**src/rtl/clock_gate_pkg.sv**
```systemverilog
// Shared definitions for the clock gate controller: state encoding and the
// helper that sizes the shared drain/settle counter.
package clock_gate_pkg;

  localparam int STATE_W = 2;

  typedef enum logic [STATE_W-1:0] {
    ST_RUN   = 2'd0,
    ST_DRAIN = 2'd1,
    ST_OFF   = 2'd2,
    ST_WAKE  = 2'd3
  } cg_state_e;

  // Counter must hold both the drain timeout and the settle length.
  function automatic int cnt_width(input int timeout, input int settle);
    int a;
    int b;
    a = $clog2(timeout + 1);
    b = $clog2(settle + 1);
    return (a > b) ? a : b;
  endfunction

endpackage

```
**src/rtl/clock_gate_timer.sv**
```systemverilog
// Saturating cycle counter with synchronous clear and terminal compare.
// Ports:
//   clock, reset : free-running clock, asynchronous active-high reset
//   clear        : restart the count from zero on the next edge
//   term         : terminal value compared against the current count
//   done         : current count equals term
module clock_gate_timer #(
  parameter int W = 8
) (
  input  logic         clock,
  input  logic         reset,
  input  logic         clear,
  input  logic [W-1:0] term,
  output logic         done
);

  logic [W-1:0] count;

  // Holds at all-ones instead of wrapping so a disabled timeout never
  // produces a spurious terminal match after rollover.
  always_ff @(posedge clock or posedge reset) begin
    if (reset) begin
      count <= '0;
    end else if (clear) begin
      count <= '0;
    end else if (count != {W{1'b1}}) begin
      count <= count + W'(1);
    end
  end

  assign done = (count == term);

endmodule

```
**src/rtl/clock_gate_ctrl.sv**
```systemverilog
// Clock gate controller: drains the gated domain on a stop request, turns the
// gated clock off once the domain is idle, and restarts it with a settle
// period when requests drop or a wake interrupt arrives.
// Ports:
//   clock, reset : free-running clock, asynchronous active-high reset
//   stop_req     : per-requester level request to stop the gated clock
//   stop_ack     : per-requester acknowledge, valid only while clock is off
//   wake_irq     : level wake source overriding all stop requests
//   quiesce_req  : asks the gated domain to drain outstanding work
//   quiesce_ack  : gated domain reports idle (only honoured while draining)
//   clock_en     : registered enable for the system clock gate
//   state        : current FSM state (RUN=0, DRAIN=1, OFF=2, WAKE=3)
//   timeout_err  : one-cycle pulse when a drain times out
module clock_gate_ctrl
  import clock_gate_pkg::*;
#(
  parameter int N_REQ   = 4,
  parameter int TIMEOUT = 255,
  parameter int SETTLE  = 8
) (
  input  logic               clock,
  input  logic               reset,
  input  logic [N_REQ-1:0]   stop_req,
  output logic [N_REQ-1:0]   stop_ack,
  input  logic               wake_irq,
  output logic               quiesce_req,
  input  logic               quiesce_ack,
  output logic               clock_en,
  output logic [STATE_W-1:0] state,
  output logic               timeout_err
);

  localparam int CW = cnt_width(TIMEOUT, SETTLE);
  localparam logic [CW-1:0] TO_TERM = CW'((TIMEOUT == 0) ? 0 : TIMEOUT - 1);
  localparam logic [CW-1:0] ST_TERM = CW'(SETTLE - 1);

  cg_state_e      state_q;
  cg_state_e      state_d;
  logic           blk_q;
  logic           timeout_hit;
  logic           cnt_done;
  logic [CW-1:0]  cnt_term;
  logic           any_req;

  assign any_req = |stop_req;

  // One counter serves both the drain timeout and the wake settle period.
  assign cnt_term = (state_q == ST_DRAIN) ? TO_TERM : ST_TERM;

  clock_gate_timer #(
    .W (CW)
  ) u_timer (
    .clock (clock),
    .reset (reset),
    .clear (state_d != state_q),
    .term  (cnt_term),
    .done  (cnt_done)
  );

  always_comb begin
    state_d     = state_q;
    timeout_hit = 1'b0;
    unique case (state_q)
      ST_RUN: begin
        // blk_q keeps a timed-out requester from re-entering drain
        // until every request has been seen low.
        if (any_req && !wake_irq && !blk_q) state_d = ST_DRAIN;
      end
      ST_DRAIN: begin
        // Abort wins over a same-cycle quiesce_ack.
        if (!any_req || wake_irq) begin
          state_d = ST_RUN;
        end else if (quiesce_ack) begin
          state_d = ST_OFF;
        end else if ((TIMEOUT != 0) && cnt_done) begin
          state_d     = ST_RUN;
          timeout_hit = 1'b1;
        end
      end
      ST_OFF: begin
        if (!any_req || wake_irq) state_d = ST_WAKE;
      end
      ST_WAKE: begin
        if (cnt_done) state_d = ST_RUN;
      end
      default: state_d = ST_RUN;
    endcase
  end

  // Outputs are registered from the next state so they line up with it.
  always_ff @(posedge clock or posedge reset) begin
    if (reset) begin
      state_q     <= ST_RUN;
      clock_en    <= 1'b1;
      quiesce_req <= 1'b0;
      stop_ack    <= '0;
      timeout_err <= 1'b0;
      blk_q       <= 1'b0;
    end else begin
      state_q     <= state_d;
      clock_en    <= (state_d != ST_OFF);
      quiesce_req <= (state_d != ST_RUN);
      stop_ack    <= (state_d == ST_OFF) ? stop_req : '0;
      timeout_err <= timeout_hit;
      if (timeout_hit) begin
        blk_q <= 1'b1;
      end else if (!any_req) begin
        blk_q <= 1'b0;
      end
    end
  end

  assign state = state_q;

endmodule

```
**config.mk**
```make
export PLATFORM = sky130hd
export DESIGN_NAME = clock_gate_ctrl
export DESIGN_NICKNAME = d
export VERILOG_FILES = /design/src/rtl/clock_gate_pkg.sv /design/src/rtl/clock_gate_timer.sv /design/src/rtl/clock_gate_ctrl.sv
export SDC_FILE = /design/constraint.sdc
export NUM_CORES = 1
export LEC_CHECK = 0
export ABC_AREA = 0
export CAP_MARGIN = 0
export CORE_UTILIZATION = 53
export DETAILED_ROUTE_END_ITERATION = 10
export PLACE_DENSITY = 0.85
export REMOVE_ABC_BUFFERS = 1
export SYNTH_ARGS = -nofsm -noshare
export SYNTH_HDL_FRONTEND = slang
export SYNTH_SLANG_ARGS = --single-unit
```
**constraint.sdc**
```tcl
create_clock -name clock -period 3.2 [get_ports clock]
set_input_delay 0.8 -clock clock [delete_from_list [all_inputs] [get_ports clock]]
set_output_delay 0.8 -clock clock [all_outputs]
set_load 0.01 [all_outputs]
```
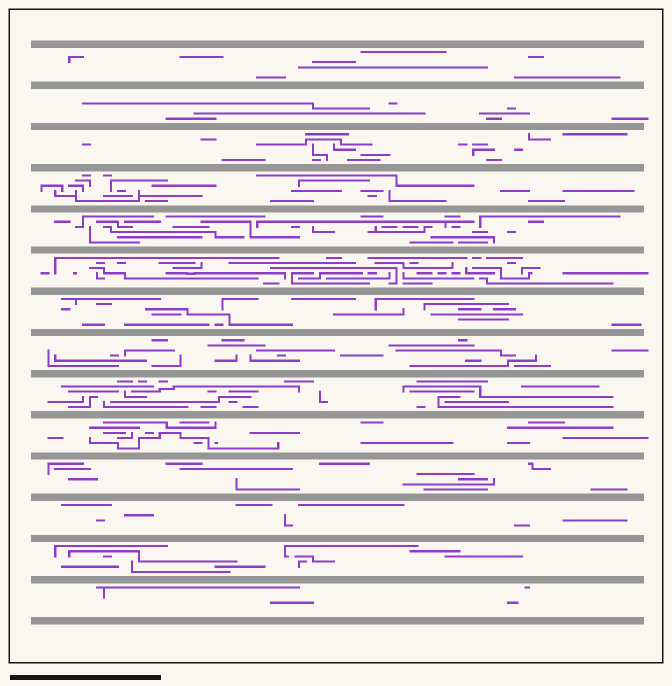
Fig. 1. Met1 routing.
The bar under the picture is 10 µm long. Supply wires on this layer in grey.
wire length on this layer	837 µm
nets with wire on the layer	104
total length of routed wires: 1890 µm
met1 usage in global routing: 0.303
via count: 710

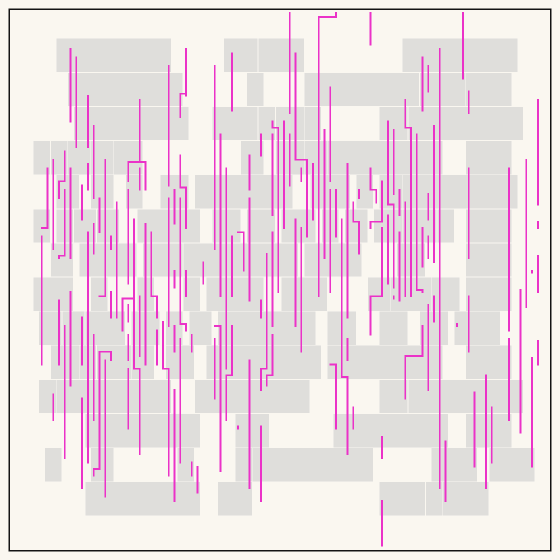
Fig. 2. M2 wires.
Cells faint in the background.
share of all routed wire	50%
main direction	vertical
nets with wire on the layer	101
longest straight run	35.0 µm

==> flow_summary.toml <==
# implementation run metrics
[final_layout]
synthToLayoutAreaGrowth_pct = 21.4
final_nets = 116
final_util = 0.704
antennaDiodeCount = 0

[critical_path]
worstPathCellList = "clkdlybuf4s50_1 > nor4_1 > nor3_1 > o21a_1 > a22oi_4 > nor3_1"
startpoint_type = "primary input"
reg2reg_setup_slack_ns = 1.21
timing.critical_path.slowest_stage_cell = "nor4_1"

[synthesis]
mappedNetlistArea_um2 = 893
synth_area_per_cell_um2 = 10.2
yosysWarningCount = 0
synth_xor_xnor_area_share = 0.0196

[final_timing]
period_needed_ns = 2.36
peak_freq_mhz = 424
tns_ns = 0
worst-slew-pin-transition_ns = 0.656
grt_setup_unrepaired = "false"
timing_hold_violations_final = 0

[clock_network]
post_cts_resize_count = 0
cts_buffer_depth = 2
cts_hold_repair.buffers = 0
cts.htree.levels = 1

[grt]
grt_pass1_vias = 702
gr-max-usage-layer = "met2"

[detailed_routing]
routed-wl-met3_um = 48
drt-vias-per-instance = 5.82

[placed_design]
io_buffers = 16

[outcome]
status = "completed"

[power]
vdd_drop_max_mv = 0.427
critical path, delay by kind of cell:
family | cells | cell delay, ns
buffers and inverters | 1 | 0.43
and+or+nand+nor | 3 | 0.77
AOI/OAI and AO/OA | 2 | 0.54
registers in the layout, summed over array words and instances, names as in the netlist:
| signal | flops |
|---|---|
| state | 2 |
| blk_q | 1 |
| quiesce_req | 1 |
| u_timer.count | 8 |
| stop_ack | 4 |
| timeout_err | 1 |
| clock_en | 1 |
report_power, final:
group	internal, µW	switching [µW]	total, µW
registers	277	59.7	337
logic	137	134	272
clock network	48.6	69.3	118
cell type report:
type | instances | share of cell area
clock buffers | 4 | 0.0242
inverters | 5 | 0.0173
multi-input cells | 63 | 0.376
flip-flops and latches | 18 | 0.416
well taps | 16 | 0.0185
repair buffers | 16 | 0.148
